==> src/rtl/mix_columns_seq_if.sv <==
// Valid/ready handshake bundle for the sequential MixColumns engine.
// The master drives blocks in and takes results out; the slave is the engine.
interface mix_columns_seq_if;
   logic         in_valid;
   logic         in_ready;
   logic [127:0] in_data;
   logic         in_inv;
   logic         out_valid;
   logic         out_ready;
   logic [127:0] out_data;
   logic         busy;

   modport master (
      output in_valid, in_data, in_inv, out_ready,
      input  in_ready, out_valid, out_data, busy
   );

   modport slave (
      input  in_valid, in_data, in_inv, out_ready,
      output in_ready, out_valid, out_data, busy
   );
endinterface

==> src/rtl/mix_columns_seq.sv <==
// Iterative AES MixColumns / InvMixColumns engine, COLS_PER_CYCLE columns per BUSY cycle.
// A block is accepted in IDLE, transformed in place, then held in DONE until taken.
module mix_columns_seq #(
   parameter int COLS_PER_CYCLE = 1
) (
   input  logic              clk,
   input  logic              rst_n,
   mix_columns_seq_if.slave  bus
);

   localparam int N_STEPS = 4 / COLS_PER_CYCLE;

   if (!(COLS_PER_CYCLE == 1 || COLS_PER_CYCLE == 2 || COLS_PER_CYCLE == 4)) begin : g_bad_cols
      $error("mix_columns_seq: COLS_PER_CYCLE must be 1, 2 or 4");
   end

   typedef enum logic [1:0] {
      ST_IDLE,
      ST_BUSY,
      ST_DONE
   } state_e;

   state_e             state_q, state_d;
   logic [3:0][31:0]   work_q, work_d;    // column c lives at index 3-c
   logic [1:0]         cnt_q, cnt_d;
   logic               inv_q, inv_d;
   logic [1:0]         col_idx;
   logic               last_step;

   function automatic logic [7:0] xtime(input logic [7:0] x);
      return {x[6:0], 1'b0} ^ (x[7] ? 8'h1b : 8'h00);
   endfunction

   // Only x2/x4/x8 are built per byte; every coefficient is an XOR of those and x.
   function automatic logic [31:0] mix_col(input logic [31:0] col, input logic inv);
      logic [7:0]  a  [4];
      logic [7:0]  x2 [4];
      logic [7:0]  x4 [4];
      logic [7:0]  x8 [4];
      logic [7:0]  b_fwd;
      logic [7:0]  b_inv;
      logic [31:0] res;
      res = '0;
      for (int r = 0; r < 4; r++) begin
         a[r]  = col[31-8*r -: 8];
         x2[r] = xtime(a[r]);
         x4[r] = xtime(x2[r]);
         x8[r] = xtime(x4[r]);
      end
      for (int r = 0; r < 4; r++) begin
         b_fwd = x2[r] ^ (x2[(r+1)%4] ^ a[(r+1)%4]) ^ a[(r+2)%4] ^ a[(r+3)%4];
         b_inv = (x8[r] ^ x4[r] ^ x2[r])
               ^ (x8[(r+1)%4] ^ x2[(r+1)%4] ^ a[(r+1)%4])
               ^ (x8[(r+2)%4] ^ x4[(r+2)%4] ^ a[(r+2)%4])
               ^ (x8[(r+3)%4] ^ a[(r+3)%4]);
         res[31-8*r -: 8] = inv ? b_inv : b_fwd;
      end
      return res;
   endfunction

   assign last_step = (cnt_q == 2'(N_STEPS - 1));

   // NOTE: reset is sampled on the clock edge only, so it sits inside the edge-triggered block.
   always_ff @(posedge clk) begin
      if (!rst_n) begin
         state_q <= ST_IDLE;
      end else begin
         state_q <= state_d;
      end
   end

   // NOTE: every comb output gets a default first so no path can infer a latch.
   always_comb begin
      state_d = state_q;
      case (state_q)
         ST_IDLE: if (bus.in_valid)  state_d = ST_BUSY;
         ST_BUSY: if (last_step)     state_d = ST_DONE;
         ST_DONE: if (bus.out_ready) state_d = ST_IDLE;
         default:                    state_d = ST_IDLE;
      endcase
   end

   always_comb begin
      bus.in_ready  = (state_q == ST_IDLE);
      bus.out_valid = (state_q == ST_DONE);
      bus.busy      = (state_q != ST_IDLE);
      // Partially transformed columns must never leak out.
      bus.out_data  = (state_q == ST_DONE) ? work_q : '0;
   end

   always_comb begin
      work_d  = work_q;
      cnt_d   = cnt_q;
      inv_d   = inv_q;
      col_idx = '0;
      case (state_q)
         ST_IDLE: begin
            if (bus.in_valid) begin
               work_d = bus.in_data;
               inv_d  = bus.in_inv;
               cnt_d  = '0;
            end
         end
         ST_BUSY: begin
            for (int g = 0; g < COLS_PER_CYCLE; g++) begin
               col_idx                 = 2'(int'(cnt_q) * COLS_PER_CYCLE + g);
               work_d[2'd3 - col_idx]  = mix_col(work_q[2'd3 - col_idx], inv_q);
            end
            cnt_d = last_step ? 2'd0 : cnt_q + 2'd1;
         end
         default: ;
      endcase
   end

   // NOTE: sequential state uses non-blocking assignments so all registers update together.
   always_ff @(posedge clk) begin
      if (!rst_n) begin
         work_q <= '0;
         cnt_q  <= '0;
         inv_q  <= 1'b0;
      end else begin
         work_q <= work_d;
         cnt_q  <= cnt_d;
         inv_q  <= inv_d;
      end
   end

endmodule

==> src/flat_wrapper.sv <==
// flat-port wrapper written by rule: the top's interface ports become plain ports
module mix_columns_seq_flat 
#(
   parameter int COLS_PER_CYCLE = 1
)
  (clk, rst_n, bus_in_valid, bus_in_data, bus_in_inv, bus_out_ready, bus_in_ready, bus_out_valid, bus_out_data, bus_busy);
  mix_columns_seq_if bus_i ();
  input  logic clk;
  input  logic rst_n;
  input wire logic [$bits(bus_i.in_valid)-1:0] bus_in_valid;
  input wire logic [$bits(bus_i.in_data)-1:0] bus_in_data;
  input wire logic [$bits(bus_i.in_inv)-1:0] bus_in_inv;
  input wire logic [$bits(bus_i.out_ready)-1:0] bus_out_ready;
  output wire logic [$bits(bus_i.in_ready)-1:0] bus_in_ready;
  output wire logic [$bits(bus_i.out_valid)-1:0] bus_out_valid;
  output wire logic [$bits(bus_i.out_data)-1:0] bus_out_data;
  output wire logic [$bits(bus_i.busy)-1:0] bus_busy;
  assign bus_i.in_valid = bus_in_valid;
  assign bus_i.in_data = bus_in_data;
  assign bus_i.in_inv = bus_in_inv;
  assign bus_i.out_ready = bus_out_ready;
  assign bus_in_ready = bus_i.in_ready;
  assign bus_out_valid = bus_i.out_valid;
  assign bus_out_data = bus_i.out_data;
  assign bus_busy = bus_i.busy;
  mix_columns_seq #(.COLS_PER_CYCLE(COLS_PER_CYCLE)) u_core (.clk(clk), .rst_n(rst_n), .bus(bus_i));
endmodule
==> config.mk <==
export PLATFORM = sky130hd
export DESIGN_NAME = mix_columns_seq_flat
export DESIGN_NICKNAME = d
export VERILOG_FILES = /design/src/rtl/mix_columns_seq_if.sv /design/src/rtl/mix_columns_seq.sv /design/src/flat_wrapper.sv
export SDC_FILE = /design/constraint.sdc
export NUM_CORES = 1
export LEC_CHECK = 0
export CORE_ASPECT_RATIO = 2
export CORE_MARGIN = 3
export CORE_UTILIZATION = 30
export DETAILED_ROUTE_END_ITERATION = 7
export PLACE_DENSITY = 0.51
export SYNTH_ARGS = -nofsm -noshare
export SYNTH_HDL_FRONTEND = slang
export SYNTH_SLANG_ARGS = --single-unit
export TNS_END_PERCENT = 30
==> constraint.sdc <==
create_clock -name clk -period 6.8 [get_ports clk]
set_clock_uncertainty 0.1 [all_clocks]
set_input_delay 0.68 -clock clk [delete_from_list [all_inputs] [get_ports clk]]
set_output_delay 0.68 -clock clk [all_outputs]
set_load 0.02 [all_outputs]
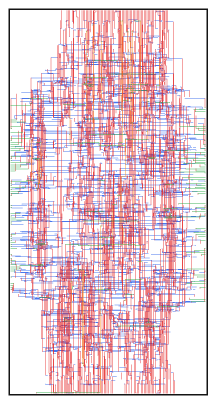
**Above:** run 1 (signal wires by layer).
Drawn at 1.5 px/micron.
legend:
  metal 2:
    colour: red
    wire_length: 21.7 mm
  metal 4:
    colour: orange
    wire_length: 1130 microns
  metal 1:
    colour: blue
    wire_length: 13400 microns
  metal 3:
    colour: green
    wire_length: 1300 microns

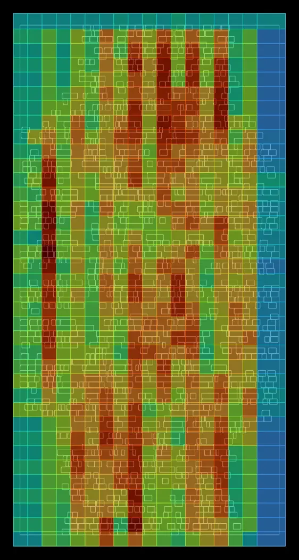
**Above:** run 1 (track usage over the die).
total global-route track usage: 0.2206
grt met2 use: 0.4263
grt peak-use layer: met2
utilization after layout: 0.4238

==> Table 3: Implementation characteristics, run 1 <==
Physical design parameters

Parameter                              Value

Clock network
  Post-CTS Setup Repair Bufs    0
  Clk buf depth    2
  Number of levels in the clock H-tree    4
  Clock input transition at the sequential cells of the worst setup and hold paths    60 ps
  CTS buffer count    17
  Post-cts resize count    0
  Clock sink count    133

STA
  Transition time at the pin with the least slew margin    1196 ps
  RSZ-0062 raised after global routing    no
  Worst slew margin relative to its limit    0.2007
  Final min period    4238 ps
  Hold Vio Cnt, Final    0
  Setup_tns    0 ps
  Worst hold slack after final layout    396.5 ps
  Final setup vio count    0

Floorplanning
  Starting density of the core    0.3070
  Tap Count    414
  Placeable Area    0.03052 sq mm

Worst setup path
  Critical Path Stages    9
  Kind of cell adding the most delay to the critical path    XOR/XNOR gates
  Reg-to-reg slack, setup    2560 ps
  Cell-by-cell trace of the critical path    buf_4 > mux4_2 > xnor2_4 > xnor3_1 > xnor2_4 > xnor3_1 > mux2i_4 > xnor2_1 > o21ai_1
  Data arrival time of the critical path    4450 ps

Global route
  Via count of the first global-routing pass    9124
  Antenna violations before repair    6
  Maximum number of pins on one net before global-route repair    82
  Met1 global-route usage    0.2302

Pwr
  Switching Fraction    0.4318
  Reported leakage power    4.576 nW
  Seq. pwr    0.00103 W
  Combinational share of power    0.644
  Clock power share    0.173
  Combinational cell power    0.00361 W
  Share of total power in sequential cells    0.183

Final layout
  Largest registers    u_core.work_q (128), u_core.cnt_q (2), u_core.state_q (2)
  Buffers excl. clock    276
  Most flop-heavy register    u_core.work_q
  Number of flip-flops under the largest register name    128
  Most area-hungry cell class in the final design    combinational gates
  Sequential cell count    133
  Share of final-layout standard cells stronger than drive strength 1    0.07360
  Relative area of clock buffers and inverters in the final design    0.04779
  Most common cell after layout, fill and taps aside    clkdlybuf4s50_1

Hold path
  Worst hold path type    reg2reg
  Endpoint with the worst hold slack    u_core.state_q[0]
  Launch point of the worst hold path    u_core.state_q[1]

Yosys
  Count leader, synth    and2_1
  Top logic cell family in the synthesized netlist    AND-OR/OR-AND gates
  Share of flip-flops with an asynchronous set or reset after synthesis    0
  Post-synthesis adder-cell area fraction    0.005342
  Number of cell instances after yosys synthesis    1027
  Post-synthesis cell type count    34
  Net count of the mapped netlist    1164
  Synth area leaders    dfxtp_1, xnor2_1, and2_1
  Post-synth design cell area    0.009369 sq mm
  Most common library cells after synthesis    and2_1, dfxtp_1, xnor2_1

Routing
  Drt via density    5.093
  Detailed Route WL    37.48 mm
  Average wire per standard cell    22.45 microns
  Highest routed metal layer    met4
  Met2 layer wire length in the routed design    21.65 mm
  Total via count in the routed design    8506
  Met3 wire length    1.300 mm
  Remaining number of nets flagged by the antenna check after routing    0

Run status
  Outcome    finished clean

Placement
  Cell total after placement    1632
  HPWL after detailed placement    28.32 mm

Run
  Tool warnings    29
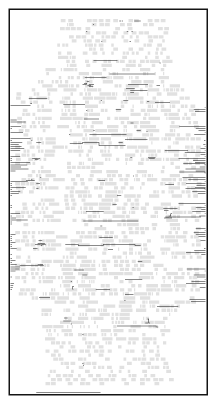
**Above:** run 1 (metal 3).
Drawn at 1.5 px/micron.
longest straight run: 42.5 microns
wire length on this layer: 1300 microns
nets with wire on the layer: 173
share of all routed wire: 3.5%
main direction: horizontal

**Run 1: clock distribution**

Drawn at 2 px/micron.
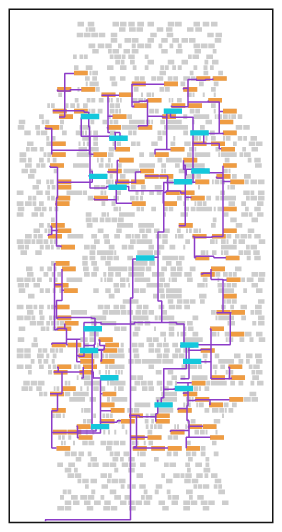

==> run 2: changes to the inputs <==
==> constraint.sdc (replaced) <==
create_clock -name clk -period 4.4 [get_ports clk]
set_clock_uncertainty 0.1 [all_clocks]
set_input_delay 0.44 -clock clk [delete_from_list [all_inputs] [get_ports clk]]
set_output_delay 0.44 -clock clk [all_outputs]
set_load 0.02 [all_outputs]
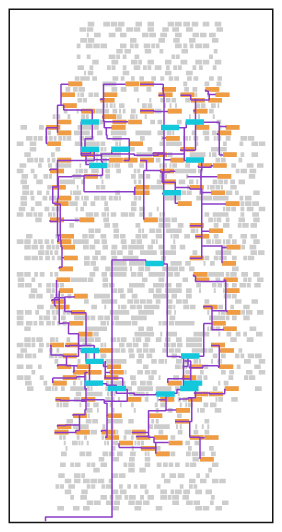
**Above:** run 2 (clock distribution).
Drawn at 2 px/micron.
legend:
  flip-flops:
    colour: orange
    count: 133
  clock wires:
    colour: purple
    length: 2010 microns
  clock drivers:
    colour: cyan
    count: 17
flops lie: all over the die

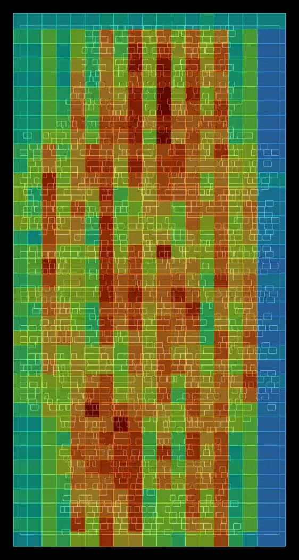
**Above:** run 2 (track usage over the die).
GR Layer Usage met3: 0.02402
average wire per standard cell: 22.44 microns
utilization after layout: 0.4282
met1 global-route usage: 0.2331
total global-route track usage: 0.2232

==> run 2 against run 1 <==
  * Worst hold slack improved by 11 ps
  * Non-clock buffer count increased by 12
  * Sequential share of layout area decreased by 0.21 points
  * Critical path type unchanged
  * Largest cell class unchanged
  * Highest routed layer unchanged
==> Table 3: Implementation characteristics, run 2 <==
Physical design parameters

Parameter                              Value

Clock network
  Post-cts resize count    0
  Number of levels in the clock H-tree    4
  CTS buffer count    17
  Post-CTS Setup Repair Bufs    0
  Clock root buffer master    clkbuf_16
  Clock sink count    133
  Clk buf depth    2
  Clock input transition at the sequential cells of the worst setup and hold paths    60 ps

Global route
  Via count of the first global-routing pass    9217
  Antenna violations before repair    2
  Maximum number of pins on one net before global-route repair    77
  Grt met2 use    0.4364
  Grt peak-use layer    met2

Worst setup path
  Reg-to-reg slack, setup    570 ps
  Worst setup path category    reg2reg
  Cell-by-cell trace of the critical path    buf_12 > mux4_2 > xnor2_4 > xnor3_1 > xnor2_4 > xnor3_1 > mux2i_4 > xnor2_1 > o21ai_1
  Critical Path Stages    9
  Worst path bufs/invs    1
  Crit-path max cell delay    650 ps
  Data arrival time of the critical path    4020 ps

Pwr
  Clock power share    0.175
  Share of total power in sequential cells    0.180
  Combinational cell power    0.00573 W
  Switching Fraction    0.4256
  Combinational share of power    0.645
  Seq. pwr    0.00160 W

Hold path
  Endpoint with the worst hold slack    u_core.state_q[0]
  Launch point of the worst hold path    u_core.state_q[1]
  Number of cells on the worst hold path    1
  Worst hold path type    reg2reg

Final layout
  Most common cell after layout, fill and taps aside    clkdlybuf4s50_1
  Largest registers    u_core.work_q (128), u_core.cnt_q (2), u_core.state_q (2)
  Relative area of clock buffers and inverters in the final design    0.04864
  Buffers excl. clock    288
  Sequential cell count    133
  Number of flip-flops under the largest register name    128
  P&R area growth vs syn    39.48%
  Most flop-heavy register    u_core.work_q
  Most area-hungry cell class in the final design    combinational gates
  Share of final-layout standard cells stronger than drive strength 1    0.08162

Yosys
  Most common library cells after synthesis    and2_1, dfxtp_1, xnor2_1
  Top logic cell family in the synthesized netlist    AND-OR/OR-AND gates
  Count leader, synth    and2_1
  Post-synth design cell area    0.009369 sq mm
  Post-synthesis adder-cell area fraction    0.005342
  Number of cell instances after yosys synthesis    1027
  Post-synthesis cell type count    34
  Share of flip-flops with an asynchronous set or reset after synthesis    0
  Area fraction in and, or, nand and nor cells after synthesis    0.1653
  Net count of the mapped netlist    1164
  Synth area leaders    dfxtp_1, xnor2_1, and2_1

STA
  Worst hold slack after final layout    407.2 ps
  Final min period    3829 ps
  RSZ-0062 raised after global routing    no
  Setup_tns    0 ps
  Transition time at the pin with the least slew margin    1170 ps
  Final setup vio count    0
  Hold Vio Cnt, Final    0
  Number of pins exceeding their max-slew limit in the final report    0

Routing
  Highest routed metal layer    met4
  Detailed Route WL    37.66 mm
  Drt via density    5.095
  Remaining number of nets flagged by the antenna check after routing    0
  Met2 layer wire length in the routed design    21.85 mm
  Met3 wire length    1.186 mm

Placement
  Cell total after placement    1644
  HPWL after detailed placement    28.72 mm

Floorplanning
  Placeable Area    0.03052 sq mm
  Tap Count    414
  Starting density of the core    0.3070

Run
  Tool warnings    29

Run status
  Outcome    finished clean
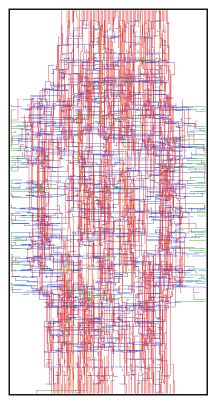
**Above:** run 2 (signal wires by layer).
Drawn at 1.5 px/micron.
legend:
  metal 3:
    colour: green
    wire_length: 1190 microns
  metal 4:
    colour: orange
    wire_length: 1160 microns
  metal 1:
    colour: blue
    wire_length: 13500 microns
  metal 2:
    colour: red
    wire_length: 21.9 mm

**Run 2: register map, names as in the netlist**

Drawn at 1.5 px/micron.
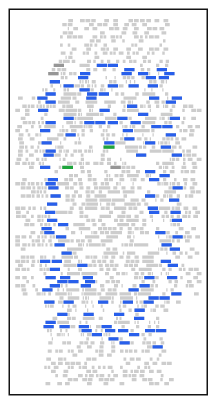

==> run 3: changes to the inputs <==
--- a/config.mk
+++ b/config.mk
@@ -5,11 +5,14 @@
 export SDC_FILE = /design/constraint.sdc
 export NUM_CORES = 1
 export LEC_CHECK = 0
+export ABC_CLOCK_PERIOD_IN_PS = 4400
+export CELL_PAD_IN_SITES_DETAIL_PLACEMENT = 1
+export CELL_PAD_IN_SITES_GLOBAL_PLACEMENT = 1
 export CORE_ASPECT_RATIO = 2
 export CORE_MARGIN = 3
 export CORE_UTILIZATION = 30
 export DETAILED_ROUTE_END_ITERATION = 7
-export PLACE_DENSITY = 0.51
+export PLACE_DENSITY = 0.66
 export SYNTH_ARGS = -nofsm -noshare
 export SYNTH_HDL_FRONTEND = slang
 export SYNTH_SLANG_ARGS = --single-unit
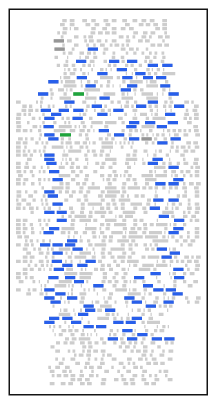
**Above:** run 3 (register map, names as in the netlist).
Drawn at 1.5 px/micron.
legend:
  u_core.work_q:
    colour: blue
    placed_flops: 128
    where: all over the die
  u_core.cnt_q:
    colour: green
    placed_flops: 2

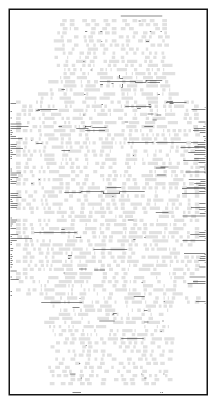
**Above:** run 3 (metal 3).
Drawn at 1.5 px/micron.
share of all routed wire: 2.7%
longest straight run: 28.1 microns
wire length on this layer: 1040 microns
main direction: horizontal
nets with wire on the layer: 167

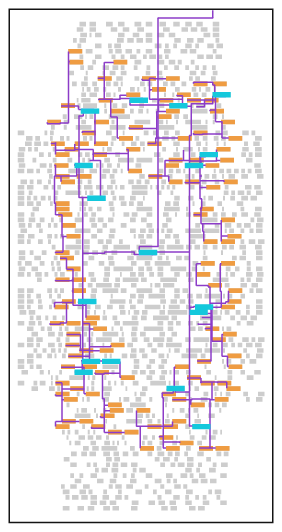
**Above:** run 3 (clock distribution).
Drawn at 2 px/micron.
legend:
  clock wires:
    colour: purple
    length: 2010 microns
  clock drivers:
    colour: cyan
    count: 17
  flip-flops:
    colour: orange
    count: 133
routed clock nets: 18

==> run 3 against run 2 <==
  * Combinational power up 2%
  * Fmax down 4.0%
  * Core utilization down 0.22 points
  * Synthesized cell count unchanged
  * Setup slack worse by 160 ps
  * Non-clock buffer count up 4
  * Clock-buffer cell count unchanged
  * Area after synthesis unchanged
  * Flip-flop count unchanged
  * Power down 0.27%
  * Register-to-register slack worse by 160 ps
  * Critical path type unchanged
  * Critical endpoint is now u_core.work_q[100]
  * Largest cell class unchanged
  * Highest routed layer unchanged
==> Table 3: Implementation characteristics, run 3 <==
Physical design parameters

Parameter                              Value

Routing
  Total via count in the routed design    8656
  Drt via density    5.159
  Average wire per standard cell    23.41 microns
  Detailed Route WL    39.28 mm
  Met3 wire length    1.039 mm
  Remaining number of nets flagged by the antenna check after routing    0
  Highest routed metal layer    met4
  Length of the first detailed-routing pass in iterations    4
  Met2 layer wire length in the routed design    22.50 mm

Worst setup path
  Cell-by-cell trace of the critical path    buf_4 > mux4_2 > xnor2_1 > xor2_1 > xnor3_1 > xor2_1 > a21oi_1 > o21ai_0 > a21boi_1
  Worst path bufs/invs    1
  Kind of cell adding the most delay to the critical path    XOR/XNOR gates
  Reg-to-reg slack, setup    410 ps
  Worst setup path category    reg2reg
  Crit-path max cell delay    660 ps
  Source of the worst register-to-register timing path    u_core.cnt_q[0]
  Data arrival time of the critical path    4210 ps
  Worst setup path endpoint    u_core.work_q[100]
  Critical Path Stages    9
  Endpoint of the most critical register-to-register path    u_core.work_q[100]

Yosys
  Share of flip-flops with an asynchronous set or reset after synthesis    0
  Top logic cell family in the synthesized netlist    AND-OR/OR-AND gates
  Number of cell instances after yosys synthesis    1027
  Most common library cells after synthesis    and2_1, dfxtp_1, xnor2_1
  Count leader, synth    and2_1
  Post-synth design cell area    0.009369 sq mm
  Synth area leaders    dfxtp_1, xnor2_1, and2_1
  Dominant synthesized flop cell    dfxtp_1
  Area fraction in and, or, nand and nor cells after synthesis    0.1653
  Post-synthesis adder-cell area fraction    0.005342
  Post-synthesis cell type count    34
  Net count of the mapped netlist    1164

Pwr
  Reported leakage power    4.646 nW
  Switching Fraction    0.4406
  Power drawn by the clock network    0.00141 W
  Combinational share of power    0.659
  Share of total power in sequential cells    0.182
  Pint    0.004954 W
  Seq. pwr    0.00161 W
  Combinational cell power    0.00584 W
  Clock power share    0.159

Clock network
  CTS buffer count    17
  Clock input transition at the sequential cells of the worst setup and hold paths    60 ps
  Clk buf depth    2
  Post-cts resize count    0
  Post-CTS Setup Repair Bufs    0
  Clock sink count    133
  Clock root buffer master    clkbuf_16
  Number of levels in the clock H-tree    4

Placement
  Port buffer count    263
  Cell total after placement    1648
  HPWL after detailed placement    30.32 mm

Floorplanning
  Tap Count    414
  Placeable Area    0.03052 sq mm
  DIE AREA    0.03352 sq mm
  Starting density of the core    0.3070

STA
  Hold Vio Cnt, Final    0
  Worst slew margin relative to its limit    0.3102
  RSZ-0062 raised after global routing    no
  Final setup vio count    0
  Final min period    3987 ps
  Number of pins exceeding their max-slew limit in the final report    0
  Worst hold slack after final layout    430.4 ps
  Setup_tns    0 ps
  Transition time at the pin with the least slew margin    1032 ps

Global route
  Grt peak-use layer    met2
  Grt met2 use    0.4502
  Via count of the first global-routing pass    9737
  Maximum number of pins on one net before global-route repair    102
  Met1 global-route usage    0.2446
  Antenna violations before repair    2
  Wire length of the first global-routing pass    59.22 mm
  Total global-route track usage    0.2346
  GR Layer Usage met3    0.02089

Final layout
  Most common cell after layout, fill and taps aside    clkdlybuf4s50_1
  Largest registers    u_core.work_q (128), u_core.cnt_q (2), u_core.state_q (2)
  Dominant logic cell types in the final layout    clkdlybuf4s50_1, and2_1, dfxtp_1, xnor2_1, nand2_1
  P&R area growth vs syn    38.76%
  Most flop-heavy register    u_core.work_q
  Number of flip-flops under the largest register name    128
  Share of final-layout standard cells stronger than drive strength 1    0.08162
  Relative area of clock buffers and inverters in the final design    0.04331
  Fin cells    1678
  Tally of filler cells in the layout    3487
  Utilization after layout    0.4260
  Buffers excl. clock    292
  Combined flip-flop and latch cell area    0.002665 sq mm
  Most area-hungry cell class in the final design    combinational gates
  Sequential cell count    133
  Non-clock buffers, area share    0.2200

Hold path
  Number of cells on the worst hold path    1
  Endpoint with the worst hold slack    u_core.state_q[0]
  Worst hold path type    reg2reg
  Launch point of the worst hold path    u_core.state_q[1]

Run status
  Outcome    finished clean

Run
  MaxCap Viol Count    0
  Tool warnings    31
No activity file was given, so power comes from the tool's default toggle rates.
